**config.mk**
```make
export PLATFORM = sky130hd
export DESIGN_NAME = alu_cmd_queue
export DESIGN_NICKNAME = d
export VERILOG_FILES = /design/src/rtl/alu_pkg.sv /design/src/rtl/alu_cmd_fifo.sv /design/src/rtl/alu_cmd_queue.sv
export SDC_FILE = /design/constraint.sdc
export NUM_CORES = 1
export LEC_CHECK = 0
export CAP_MARGIN = 0
export CORE_MARGIN = 8
export CORE_UTILIZATION = 50
export CTS_BUF_LIST = sky130_fd_sc_hd__clkbuf_4 sky130_fd_sc_hd__clkbuf_8
export CTS_CLUSTER_DIAMETER = 150
export DETAILED_ROUTE_END_ITERATION = 10
export GPL_TIMING_DRIVEN = 0
export PLACE_DENSITY = 0.86
export SYNTH_ARGS = -nofsm -noshare
export SYNTH_HDL_FRONTEND = slang
export SYNTH_HIERARCHICAL = 1
export SYNTH_SLANG_ARGS = --single-unit
```
**constraint.sdc**
```tcl
create_clock -name Clk -period 19.05 [get_ports Clk]
set_input_delay 3.81 -clock Clk [delete_from_list [all_inputs] [get_ports Clk]]
set_output_delay 3.81 -clock Clk [all_outputs]
set_load 0.01 [all_outputs]
```
**src/rtl/alu_pkg.sv**
```systemverilog
// Shared types and constants for the ALU command-issue stage.
// Select-code names follow the team's usual ALU opcode map.
package alu_pkg;

   localparam int ALU_SEL_W = 4;
   localparam int ALU_WIDTH = 32;

   typedef struct packed {
      logic [ALU_WIDTH-1:0] a;
      logic [ALU_WIDTH-1:0] b;
      logic [ALU_SEL_W-1:0] sel;
   } alu_cmd_t;

   localparam logic [ALU_SEL_W-1:0] SEL_AND = 4'b0000;
   localparam logic [ALU_SEL_W-1:0] SEL_OR  = 4'b0001;
   localparam logic [ALU_SEL_W-1:0] SEL_ADD = 4'b0010;
   localparam logic [ALU_SEL_W-1:0] SEL_SUB = 4'b0110;
   localparam logic [ALU_SEL_W-1:0] SEL_SLT = 4'b0111;
   localparam logic [ALU_SEL_W-1:0] SEL_NOR = 4'b1100;
   localparam logic [ALU_SEL_W-1:0] SEL_XOR = 4'b1111;

endpackage

```
**src/rtl/alu_cmd_fifo.sv**
```systemverilog
// Small circular command FIFO with an unregistered head output.
// The caller guarantees no push when full and no pop when empty.
module alu_cmd_fifo #(
   parameter int  DEPTH   = 4,
   parameter type entry_t = logic [7:0],
   localparam int PW      = $clog2(DEPTH),
   localparam int CW      = PW + 1
) (
   input  logic          clk,
   input  logic          rst,
   input  logic          push,
   input  logic          pop,
   input  entry_t        wr_data,
   output entry_t        head,
   output logic [CW-1:0] count
);

   entry_t        mem_q [DEPTH];
   logic [PW-1:0] wr_ptr_q, wr_ptr_d;
   logic [PW-1:0] rd_ptr_q, rd_ptr_d;
   logic [CW-1:0] count_q, count_d;

   // Power-of-two depth: pointers wrap by natural overflow.
   always_comb begin
      wr_ptr_d = wr_ptr_q + PW'(push);
      rd_ptr_d = rd_ptr_q + PW'(pop);
      count_d  = count_q;
      case ({push, pop})
         2'b10:   count_d = count_q + CW'(1);
         2'b01:   count_d = count_q - CW'(1);
         default: count_d = count_q;
      endcase
   end

   always_ff @(posedge clk or posedge rst) begin
      if (rst) begin
         wr_ptr_q <= '0;
         rd_ptr_q <= '0;
         count_q  <= '0;
      end else begin
         wr_ptr_q <= wr_ptr_d;
         rd_ptr_q <= rd_ptr_d;
         count_q  <= count_d;
      end
   end

   // Storage needs no reset; stale entries are never visible once pointers clear.
   always_ff @(posedge clk) begin
      if (push) mem_q[wr_ptr_q] <= wr_data;
   end

   assign head  = mem_q[rd_ptr_q];
   assign count = count_q;

endmodule

```
**src/rtl/alu_cmd_queue.sv**
```systemverilog
// Command-issue stage for alu_32: buffers commands, drives the ALU from the
// FIFO head and registers its result/flags behind a valid/ready output.
module alu_cmd_queue
   import alu_pkg::*;
#(
   parameter int DEPTH = 4,
   parameter int WIDTH = 32
) (
   input  logic                   Clk,
   input  logic                   Rst,
   input  logic                   Cmd_Valid,
   output logic                   Cmd_Ready,
   input  logic [WIDTH-1:0]       Cmd_A,
   input  logic [WIDTH-1:0]       Cmd_B,
   input  logic [ALU_SEL_W-1:0]   Cmd_Sel,
   output logic [WIDTH-1:0]       A_in,
   output logic [WIDTH-1:0]       B_in,
   output logic [ALU_SEL_W-1:0]   ALU_Sel,
   input  logic [WIDTH-1:0]       ALU_Out,
   input  logic                   Carry_Out,
   input  logic                   Zero,
   input  logic                   Overflow,
   output logic                   Res_Valid,
   input  logic                   Res_Ready,
   output logic [WIDTH-1:0]       Res_Data,
   output logic                   Res_Carry,
   output logic                   Res_Zero,
   output logic                   Res_Overflow,
   output logic                   Sticky_Overflow,
   input  logic                   Sticky_Clear,
   output logic [$clog2(DEPTH):0] Count
);

   localparam int CW = $clog2(DEPTH) + 1;

   // Handshake: a transfer happens on a rising edge where valid && ready.
   // Cmd_Ready depends only on occupancy; Res_Valid is purely registered.
   typedef struct packed {
      logic [WIDTH-1:0]     a;
      logic [WIDTH-1:0]     b;
      logic [ALU_SEL_W-1:0] sel;
   } cmd_t;

   cmd_t          wr_cmd, head_cmd;
   logic [CW-1:0] count;
   logic          push, cap, empty;

   logic             res_valid_q, res_valid_d;
   logic [WIDTH-1:0] res_data_q, res_data_d;
   logic             res_carry_q, res_carry_d;
   logic             res_zero_q, res_zero_d;
   logic             res_ovf_q, res_ovf_d;
   logic             sticky_q, sticky_d;

   assign wr_cmd    = '{a: Cmd_A, b: Cmd_B, sel: Cmd_Sel};
   assign empty     = (count == '0);
   assign Cmd_Ready = (count < CW'(DEPTH));
   assign push      = Cmd_Valid && Cmd_Ready;
   assign cap       = !empty && (!res_valid_q || Res_Ready);

   alu_cmd_fifo #(
      .DEPTH   (DEPTH),
      .entry_t (cmd_t)
   ) u_fifo (
      .clk     (Clk),
      .rst     (Rst),
      .push    (push),
      .pop     (cap),
      .wr_data (wr_cmd),
      .head    (head_cmd),
      .count   (count)
   );

   // Empty FIFO presents an all-zero command to the ALU.
   assign A_in    = empty ? '0 : head_cmd.a;
   assign B_in    = empty ? '0 : head_cmd.b;
   assign ALU_Sel = empty ? '0 : head_cmd.sel;

   always_comb begin
      res_valid_d = res_valid_q;
      res_data_d  = res_data_q;
      res_carry_d = res_carry_q;
      res_zero_d  = res_zero_q;
      res_ovf_d   = res_ovf_q;
      sticky_d    = sticky_q;
      if (cap) begin
         res_valid_d = 1'b1;
         res_data_d  = ALU_Out;
         res_carry_d = Carry_Out;
         res_zero_d  = Zero;
         res_ovf_d   = Overflow;
      end else if (res_valid_q && Res_Ready) begin
         res_valid_d = 1'b0;
      end
      // A new overflow beats a simultaneous clear request.
      if (cap && Overflow) sticky_d = 1'b1;
      else if (Sticky_Clear) sticky_d = 1'b0;
   end

   always_ff @(posedge Clk or posedge Rst) begin
      if (Rst) begin
         res_valid_q <= 1'b0;
         res_data_q  <= '0;
         res_carry_q <= 1'b0;
         res_zero_q  <= 1'b0;
         res_ovf_q   <= 1'b0;
         sticky_q    <= 1'b0;
      end else begin
         res_valid_q <= res_valid_d;
         res_data_q  <= res_data_d;
         res_carry_q <= res_carry_d;
         res_zero_q  <= res_zero_d;
         res_ovf_q   <= res_ovf_d;
         sticky_q    <= sticky_d;
      end
   end

   assign Res_Valid       = res_valid_q;
   assign Res_Data        = res_data_q;
   assign Res_Carry       = res_carry_q;
   assign Res_Zero        = res_zero_q;
   assign Res_Overflow    = res_ovf_q;
   assign Sticky_Overflow = sticky_q;
   assign Count           = count;

endmodule

```
==> results.json, run 1 <==
{
  "vdd_ir_drop_max_v": 0.00009699,
  "synth.cell_area_sq_um": 12130,
  "grt-ovfl-total": 0,
  "fin_crit_sh_pct": 36.21,
  "critPathMaxStageDelay_ns": 0.65,
  "synth_nets": 652,
  "ys_cells": 540,
  "cts_tree": "yes",
  "top_area_cell": "edfxtp_1",
  "critPathLaunch": "u_fifo/count[2]",
  "common_cells": "edfxtp_1, nor2b_1, mux4_2, dfrtp_1, mux2_4",
  "cts_buffers": 48,
  "die-width_microns": 171.8,
  "drive_above_1_share_pct": 25.96,
  "cts_resized": 0,
  "grt_pass1_wl_microns": 40190,
  "yosysTopAreaCellShare_pct": 67.31,
  "outcome": "completed",
  "drcViolationCount": 0,
  "synthArstFlopShare_pct": 13.92,
  "slew-limit-headroom_pct": 43.80,
  "ff_type": "edfxtp_1",
  "dp_hpwl_microns": 18360,
  "drt_pass1_iterations": 4,
  "hold_path_startpoint": "Res_Data[1]",
  "grt_pass1_vias": 6859,
  "syn_inst": 540,
  "crit_buf_inv": 3,
  "portBuffers": 216,
  "crit_family": "buffers and inverters",
  "holdWs_ns": 0.5068,
  "insertion_delay_ns": 0.57,
  "synth_cell_types": 25,
  "timing.final.hold_violations": 0,
  "rsz0062_at_grt": "false",
  "synth_top_cell_by_count": "edfxtp_1",
  "cpMaxStageDelayCell": "nor3_4",
  "tightest_slew_ns": 0.8385
}
-- run 1: where the power goes --
group	leakage, nW	switching (mW)	internal [mW]
Clock	0.501	0.246	0.291
Sequential	2.98	0.0460	0.885
Combinational	2.03	0.424	0.551
-- run 1: per-stage QoR --
stage                     cells  cell area [sq um]  utilization (%)  power [mW]
after floorplan             540              12130                -       1.461
after global placement     1080              14700            60.99       1.912
after detailed placement   1097              14970            62.09       1.938
after CTS                  1183              15910            66.00       2.483
after global routing       1183              15910            66.00       2.565
final                      1183              15910            66.00       2.443
-- run 1: routing by layer --
metal	global-route usage, %	wire [microns]	up-vias	part of all wire, %
met2	30.98	13480	199	51
met3	4.476	1907	44	7.2
met5	0	13	-	0.049
li1	-	-	2731	-
met1	22.23	10440	3203	40
met4	5.285	476	2	1.8
-- run 1: cell families (layout without fill, tap and decap cells) --
kind of cell / after synthesis / count (layout) / synth area share [%]
AOI/OAI and AO/OA: 1 / 1 / 0.07219
xor gates and xnor gates: 5 / 5 / 0.3610
adders and majority gates: 4 / 4 / 0.4744
buffers and inverters: 31 / 350 / 1.743
DFF: 316 / 316 / 76.39
muxes: 104 / 104 / 16.83
and+or+nand+nor: 79 / 79 / 4.135
-- run 1: registers in the layout (all words and copies together), names as in the netlist --
signal,count
Res_Zero,1
Res_Overflow,1
Sticky_Overflow,1
u_fifo/wr_ptr_q,2
u_fifo/mem_q,272
Res_Valid,1
u_fifo/rd_ptr_q,2
Res_Data,32
Res_Carry,1
u_fifo/count,3
-- run 1: worst paths after layout --
check	to	slack [ns]	cells past startpoint
min in group asynchronous	u_fifo/rd_ptr_q[1]	3.55	2
max reg2reg	u_fifo/mem_q[0][63]	16.22	8
min reg2reg	Res_Data[1]	0.51	1
max	B_in[24]	12.15	5
max in group asynchronous	Res_Data[26]	14.79	2
min	Res_Data[1]	0.51	1
-- run 1: final cells by class --
type                            instances  area (sq um)  share of cell area, %
Sequential cell                       316          9269                  58.26
Multi-Input combinational cell        193          2676                  16.82
Timing Repair Buffer                  233          2406                  15.12
Clock buffer                           75         869.6                  5.466
Tap cell                              324         405.4                  2.548
Buffer                                 26         192.7                  1.211
Clock inverter                         11         71.32                 0.4483
Inverter                                5         18.77                 0.1180
-- run 1: cells in the final DEF (no fill, tap or decap), types with 2 or more instances in the layout --
cell	instances
buf_12	5
clkbuf_4	26
buf_6	13
nor2b_1	70
mux4_2	68
xnor2_1	2
dfrtp_1	44
inv_1	4
clkdlybuf4s50_1	216
buf_8	5
clkbuf_1	10
edfxtp_1	272
mux2_2	8
buf_2	7
clkbuf_8	49
clkinv_1	7
ha_1	3
mux2_4	28
nor2_4	2
xor2_1	3
buf_4	2
==> run_1/met1.png <==
Bar = 50 microns. Supply wires on this layer in grey.
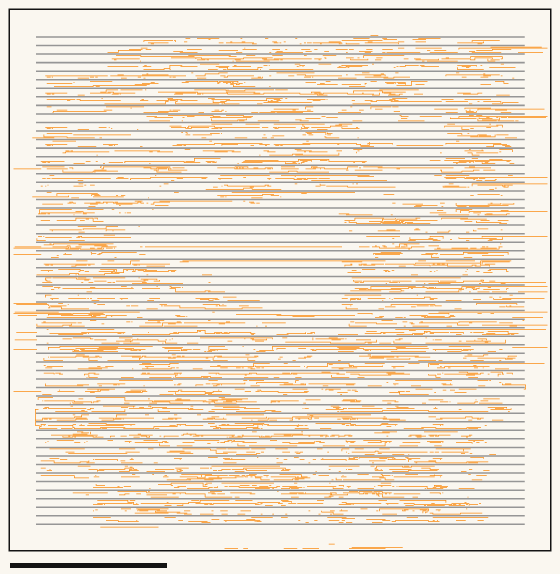
The layer carries 10400 microns of wire. The longest straight run is 64.4 microns. The layer holds 40% of the routed length. 864 nets have wire on it.
grt met1 use: 22.23%
via count: 6179

==> run_1/met2.png <==
Bar = 50 microns.
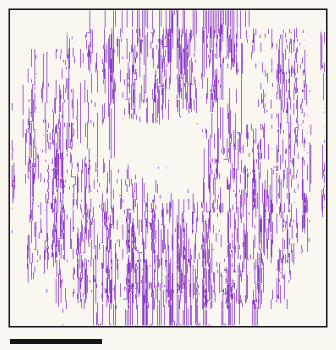
The wires run mostly vertical. The layer carries 13500 microns of wire. The longest straight run is 66.1 microns.
met2 Resource Use GR: 30.98%
final WL: 26320 microns

==> run_1/met3.png <==
Cells faint in the background.
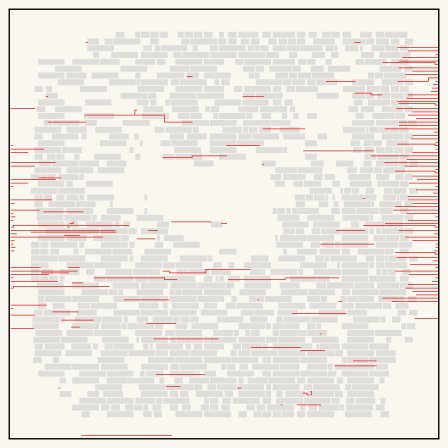
131 nets have wire on it. The longest straight run is 46.2 microns. The wires run mostly horizontal. The layer carries 1910 microns of wire. The layer holds 7.2% of the routed length.
routing usage on met3: 4.476%

--- run 2 (diff from run 1) ---
CORE_UTILIZATION = 49   (was 50)
PLACE_DENSITY = 0.88   (was 0.86)
clock period = 6.25 ns   (was 19.05 ns; I/O delays follow)
==> results.json, run 2 <==
{
  "synth_cell_types": 25,
  "rsz0062_at_grt": "false",
  "drcViolationCount": 0,
  "slew-limit-headroom_pct": 41.28,
  "r2r_slack_ns": 3.73,
  "fin_crit_sh_pct": 68.75,
  "insertion_delay_ns": 0.55,
  "common_cells": "edfxtp_1, nor2b_1, mux4_2, dfrtp_1, mux2_4",
  "dp.cells": 1092,
  "synth_top_cell_by_count": "edfxtp_1",
  "layout_top_cell": "edfxtp_1",
  "top_usage_layer": "met2",
  "drt_pass1_iterations": 4,
  "critPathCapture": "B_in[23]",
  "vdd_ir_drop_max_v": 0.0003023,
  "synth.cell_area_sq_um": 12130,
  "synth_nets": 652,
  "dp_hpwl_microns": 17600,
  "fin_cells": 1181,
  "rr_endpoint": "u_fifo/count[2]",
  "timing.final.hold_violations": 0,
  "regMostFlops": "u_fifo/mem_q",
  "yosysTopAreaCellShare_pct": 67.31,
  "tightest_slew_ns": 0.8798,
  "outcome": "completed",
  "post-route-cell-area_sq_um": 15930,
  "drive_above_1_share_pct": 24.97,
  "placed_cell_area_sq_um": 14960,
  "grt_pass1_vias": 6889,
  "cts_tree": "yes",
  "critPathLaunch": "u_fifo/count[2]",
  "die-width_microns": 173.4,
  "ys_cells": 540,
  "regArea_sq_um": 9269,
  "portBuffers": 216,
  "mi_logic_area_sq_um": 2689,
  "reg2regPathDepth": 8,
  "cp-end-kind": "output pin",
  "grt_pass1_wl_microns": 40110,
  "postLayoutCoreUtil_pct": 65.52,
  "synthArstFlopShare_pct": 13.92,
  "grt-ovfl-total": 0,
  "cts_buffers": 50,
  "largest_reg_flops": 272,
  "holdWs_ns": 0.5045,
  "final_layout_top_logic_cells": "edfxtp_1, clkdlybuf4s50_1, nor2b_1",
  "syn_inst": 540,
  "grt_use_met3_pct": 5.206
}
## run 2: cell counts after synthesis
Identical to the previous run, type by type.
## run 2: per-stage QoR
step                setup slack, ns  power [mW]
floorplan                     1.386       4.444
global placement             -1.370       5.806
detailed placement            2.459       5.894
CTS                           1.851       7.592
global route                  1.776       7.854
finish                        1.953       7.467
## run 2: where the power goes
| group | total (mW) | switching [mW] | leakage (nW) | internal [mW] |
|---|---|---|---|---|
| logic | 2.96 | 1.28 | 2.02 | 1.68 |
| clock network | 1.66 | 0.741 | 0.511 | 0.923 |
| registers | 2.84 | 0.144 | 2.98 | 2.70 |
## run 2: how the worst min path moves through the flow
stage | startpoint | to | slack (ns) | depth (start not counted)
after detailed placement | Res_Data[10] | Res_Data[10] | 0.49 | 1
after global routing | Res_Data[0] | Res_Data[0] | 0.52 | 1
after floorplan | u_fifo/rd_ptr_q[0] | u_fifo/rd_ptr_q[0] | 0.49 | 1
after global placement | Res_Data[7] | Res_Data[7] | 0.49 | 1
final | Res_Data[17] | Res_Data[17] | 0.50 | 1
after CTS | Res_Data[0] | Res_Data[0] | 0.51 | 1
## run 2: cell type report
| cell class | count | area share (%) |
|---|---|---|
| Timing Repair Buffer | 228 | 15.00 |
| Buffer | 26 | 1.209 |
| Sequential cell | 316 | 58.17 |
| Inverter | 5 | 0.1178 |
| Multi-Input combinational cell | 193 | 16.87 |
| Clock inverter | 21 | 0.7224 |
| Tap cell | 324 | 2.544 |
| Clock buffer | 68 | 5.363 |
## run 2: metal layers
metal,wire (microns),up-vias
li1,-,2727
met1,10460,3172
met2,13050,227
met3,1786,42
met4,364,2
met5,13,-
## run 2: critical path, cell delays in order (launching register included)
cell and delay, ns:
dfrtp_1 0.47, nor3_4 0.54, clkbuf_1 0.61, buf_4 0.31
nor2b_1 0.07, clkdlybuf4s50_1 0.49
## run 2: cell families after synthesis
logic type	Yosys count	share of synthesized area, %
xor gates and xnor gates	5	0.3610
AOI/OAI and AO/OA	1	0.07219
buffers and inverters	31	1.743
muxes	104	16.83
and+or+nand+nor	79	4.135
adders and majority gates	4	0.4744
DFF	316	76.39
==> run_2/met4.png <==
Bar = 50 microns. Supply wires on this layer in grey.
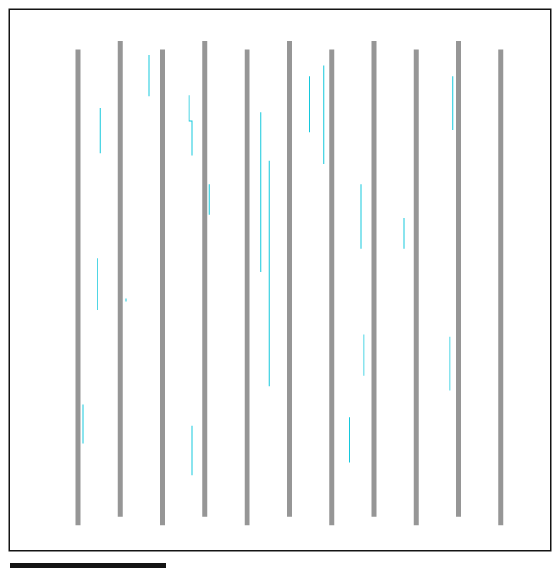
9 nets have wire on it. The layer holds 1.4% of the routed length. The layer carries 365 microns of wire. The longest straight run is 72.1 microns. The wires run mostly vertical.
final WL: 25670 microns
via count: 6170

==> run_2/met2.png <==
Bar = 50 microns.
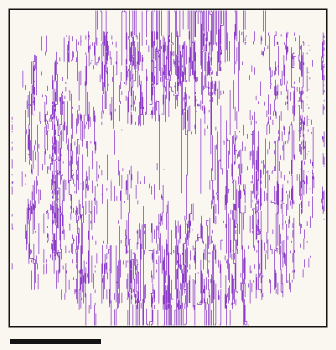
The longest straight run is 72.9 microns. 870 nets have wire on it. The layer carries 13000 microns of wire. The wires run mostly vertical.
met2 Resource Use GR: 29.41%

==> run_2/met1.png <==
Bar = 50 microns. Supply wires on this layer in grey.
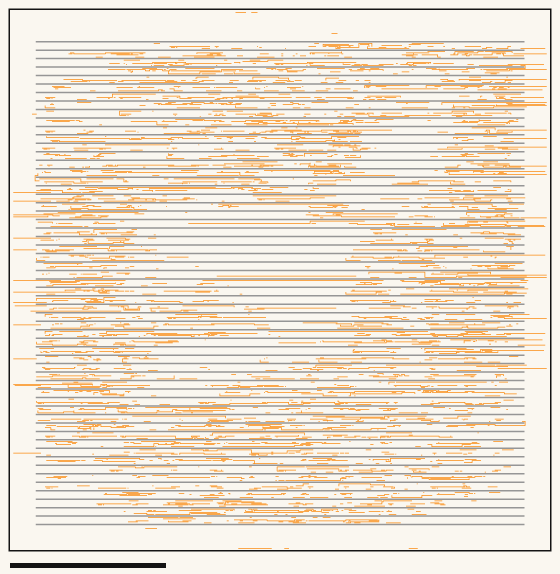
854 nets have wire on it. The layer holds 41% of the routed length.
grt met1 use: 20.70%

--- run 3 (diff from run 2) ---
clock period = 3.75 ns   (was 6.25 ns; I/O delays follow)
==> results.json, run 3 <==
{
  "outcome": "completed",
  "critPathMaxStageDelay_ns": 0.59,
  "synth_cell_types": 25,
  "clockPowerShare_pct": 23.1,
  "portBuffers": 216,
  "regMostFlops": "u_fifo/mem_q",
  "p_comb_share_pct": 39.3,
  "yosys-stat-area_sq_um": 12130,
  "drcViolationCount": 0,
  "rsz0062_at_grt": "false",
  "tightest_slew_ns": 0.8617,
  "cts_buffers": 51,
  "cpMaxStageDelayCell": "nor3_4",
  "insertion_delay_ns": 0.55,
  "mi_logic_area_sq_um": 2689,
  "synthArstFlopShare_pct": 13.92,
  "r2r_slack_ns": 1.03,
  "fin_cells": 1187,
  "synth.cell_area_sq_um": 12130,
  "power.share.sequential_pct": 37.6,
  "swShare_pct": 28.92,
  "synth_nets": 652,
  "syn_inst": 540,
  "grt_pass1_wl_microns": 40890,
  "synth_top_cell_by_count": "edfxtp_1",
  "ys_cells": 540,
  "power_mw": 12.59,
  "switchingPower_mw": 3.643,
  "fin_crit_sh_pct": 94.66,
  "largest_reg_flops": 272,
  "placed_cell_area_sq_um": 14990,
  "drt_pass1_iterations": 4,
  "die-width_microns": 173.4,
  "crit_required_ns": 3.00,
  "dp_slack_ns": 0.2336,
  "layout_top_cell": "edfxtp_1",
  "topCellsByArea": "edfxtp_1, mux4_2, dfrtp_1",
  "cp-end-kind": "output pin",
  "worstPathCellList": "nor3_4 -> clkbuf_2 -> buf_4 -> nor2b_1 -> clkdlybuf4s50_1",
  "drive_above_1_share_pct": 25.55,
  "rr_endpoint": "u_fifo/mem_q[1][49]",
  "p_int_mw": 8.952,
  "dp.cells": 1093,
  "final_layout_top_logic_cells": "edfxtp_1, clkdlybuf4s50_1, nor2b_1",
  "dp_hpwl_microns": 18110,
  "yosysTopAreaCellShare_pct": 67.31,
  "post-route-cell-area_sq_um": 16030,
  "common_cells": "edfxtp_1, nor2b_1, mux4_2, dfrtp_1, mux2_4",
  "cts_tree": "yes",
  "reg2regPathDepth": 6
}
run 3: cell type report:
| cell class | instances | share of cell area (%) |
|---|---|---|
| tap | 324 | 2.529 |
| multi-input combinational | 193 | 16.77 |
| sequential | 316 | 57.83 |
| buffer | 26 | 1.218 |
| antenna | 2 | 0.03122 |
| timing repair buffer | 229 | 15.08 |
| inverter | 5 | 0.1171 |
| clock inverter | 21 | 0.9523 |
| clock buffer | 71 | 5.472 |
run 3: layer usage:
layer / vias up / global-route usage (%) / routed length (microns)
li1: 2741 / - / -
met2: 246 / 29.66 / 13380
met1: 3181 / 20.82 / 10180
met3: 41 / 5.315 / 2126
met4: 2 / 5.857 / 445
met5: - / 0 / 8
run 3: worst max path at each step:
stage	from	to	slack (ns)	cells past startpoint
6_report	u_fifo/count[2]	B_in[22]	0.20	5
4_1_cts	u_fifo/count[2]	ALU_Sel[2]	0.05	4
2_1_floorplan	Cmd_Valid	u_fifo/mem_q[1][0]	-0.49	3
3_3_place_gp	Cmd_Valid	u_fifo/mem_q[1][7]	-3.13	4
3_5_place_dp	Cmd_Valid	u_fifo/mem_q[1][44]	0.23	7
5_1_grt	u_fifo/count[2]	B_in[22]	0.008	5
run 3: stage by stage:
step	TNS, ns	hold slack [ns]	util (%)
4_1_cts	0	0.4486	65.88
6_report	0	0.4775	65.91
3_3_place_gp	-576.51	0.4890	60.50
2_1_floorplan	-66.05	0.4883	-
3_5_place_dp	0	0.4948	61.65
5_1_grt	0	0.4899	65.90
run 3: what timing repair did:
item / CTS / global route
hold buffers: 0 / 0
pin swaps: 0 / 0
gates resized: 1 / 2
setup endpoints to repair: 10 / 3
run 3: cell families after synthesis:
kind of cell,synth area share [%]
adders and majority gates,0.4744
AOI/OAI and AO/OA,0.07219
xor gates and xnor gates,0.3610
DFF,76.39
muxes,16.83
and+or+nand+nor,4.135
buffers and inverters,1.743
run 3: power groups by stage:
stage	Clock, mW	Sequential [mW]	Combinational [mW]
floorplan	0	4.86	2.54
global placement	0	4.82	4.83
detailed placement	0	4.81	5.04
CTS	3.00	4.75	5.07
global route	3.15	4.80	5.30
finish	2.91	4.74	4.95
run 3: worst max-delay path, delay by kind of cell, from the launching register on:
| family | cells | cell delay, ns |
|---|---|---|
| buffers and inverters | 3 | 1.14 |
| AND/OR/NAND/NOR | 2 | 0.66 |
| flip-flops | 1 | 0.47 |
==> run_3/met4.png <==
Bar = 50 microns. Supply wires on this layer in grey.
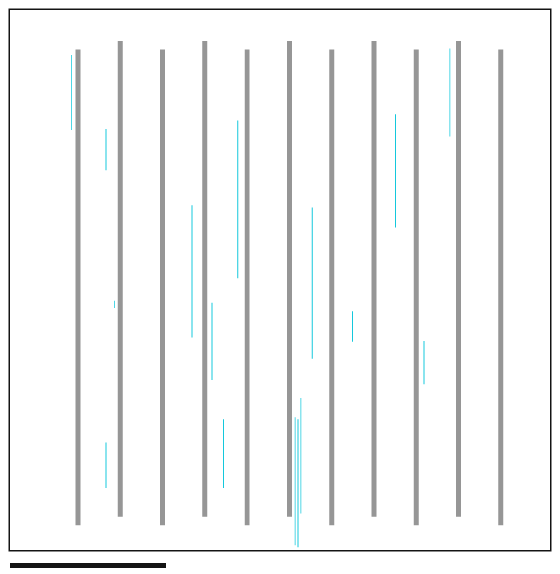
10 nets have wire on it. The layer carries 445 microns of wire. The longest straight run is 50.3 microns.
final WL: 26140 microns
via count: 6211

==> run_3/met1.png <==
Bar = 50 microns. Supply wires on this layer in grey.
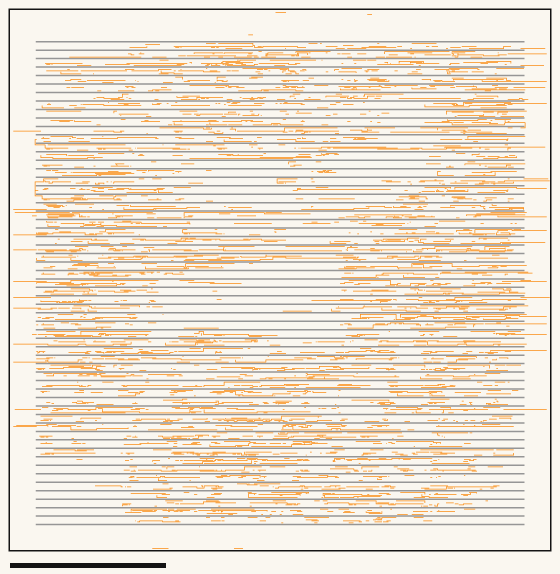
The layer carries 10200 microns of wire. The wires run mostly horizontal. The longest straight run is 40.5 microns. 848 nets have wire on it. The layer holds 39% of the routed length.
grt met1 use: 20.82%

==> run_3/met2.png <==
Bar = 50 microns.
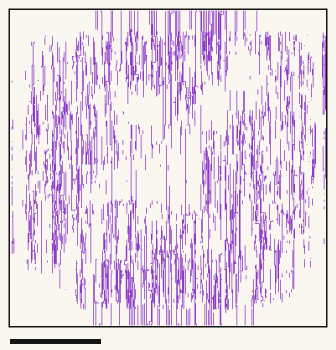
The layer holds 51% of the routed length. 873 nets have wire on it. The layer carries 13400 microns of wire.
met2 Resource Use GR: 29.66%

Power is estimated from default activity; no workload was simulated.
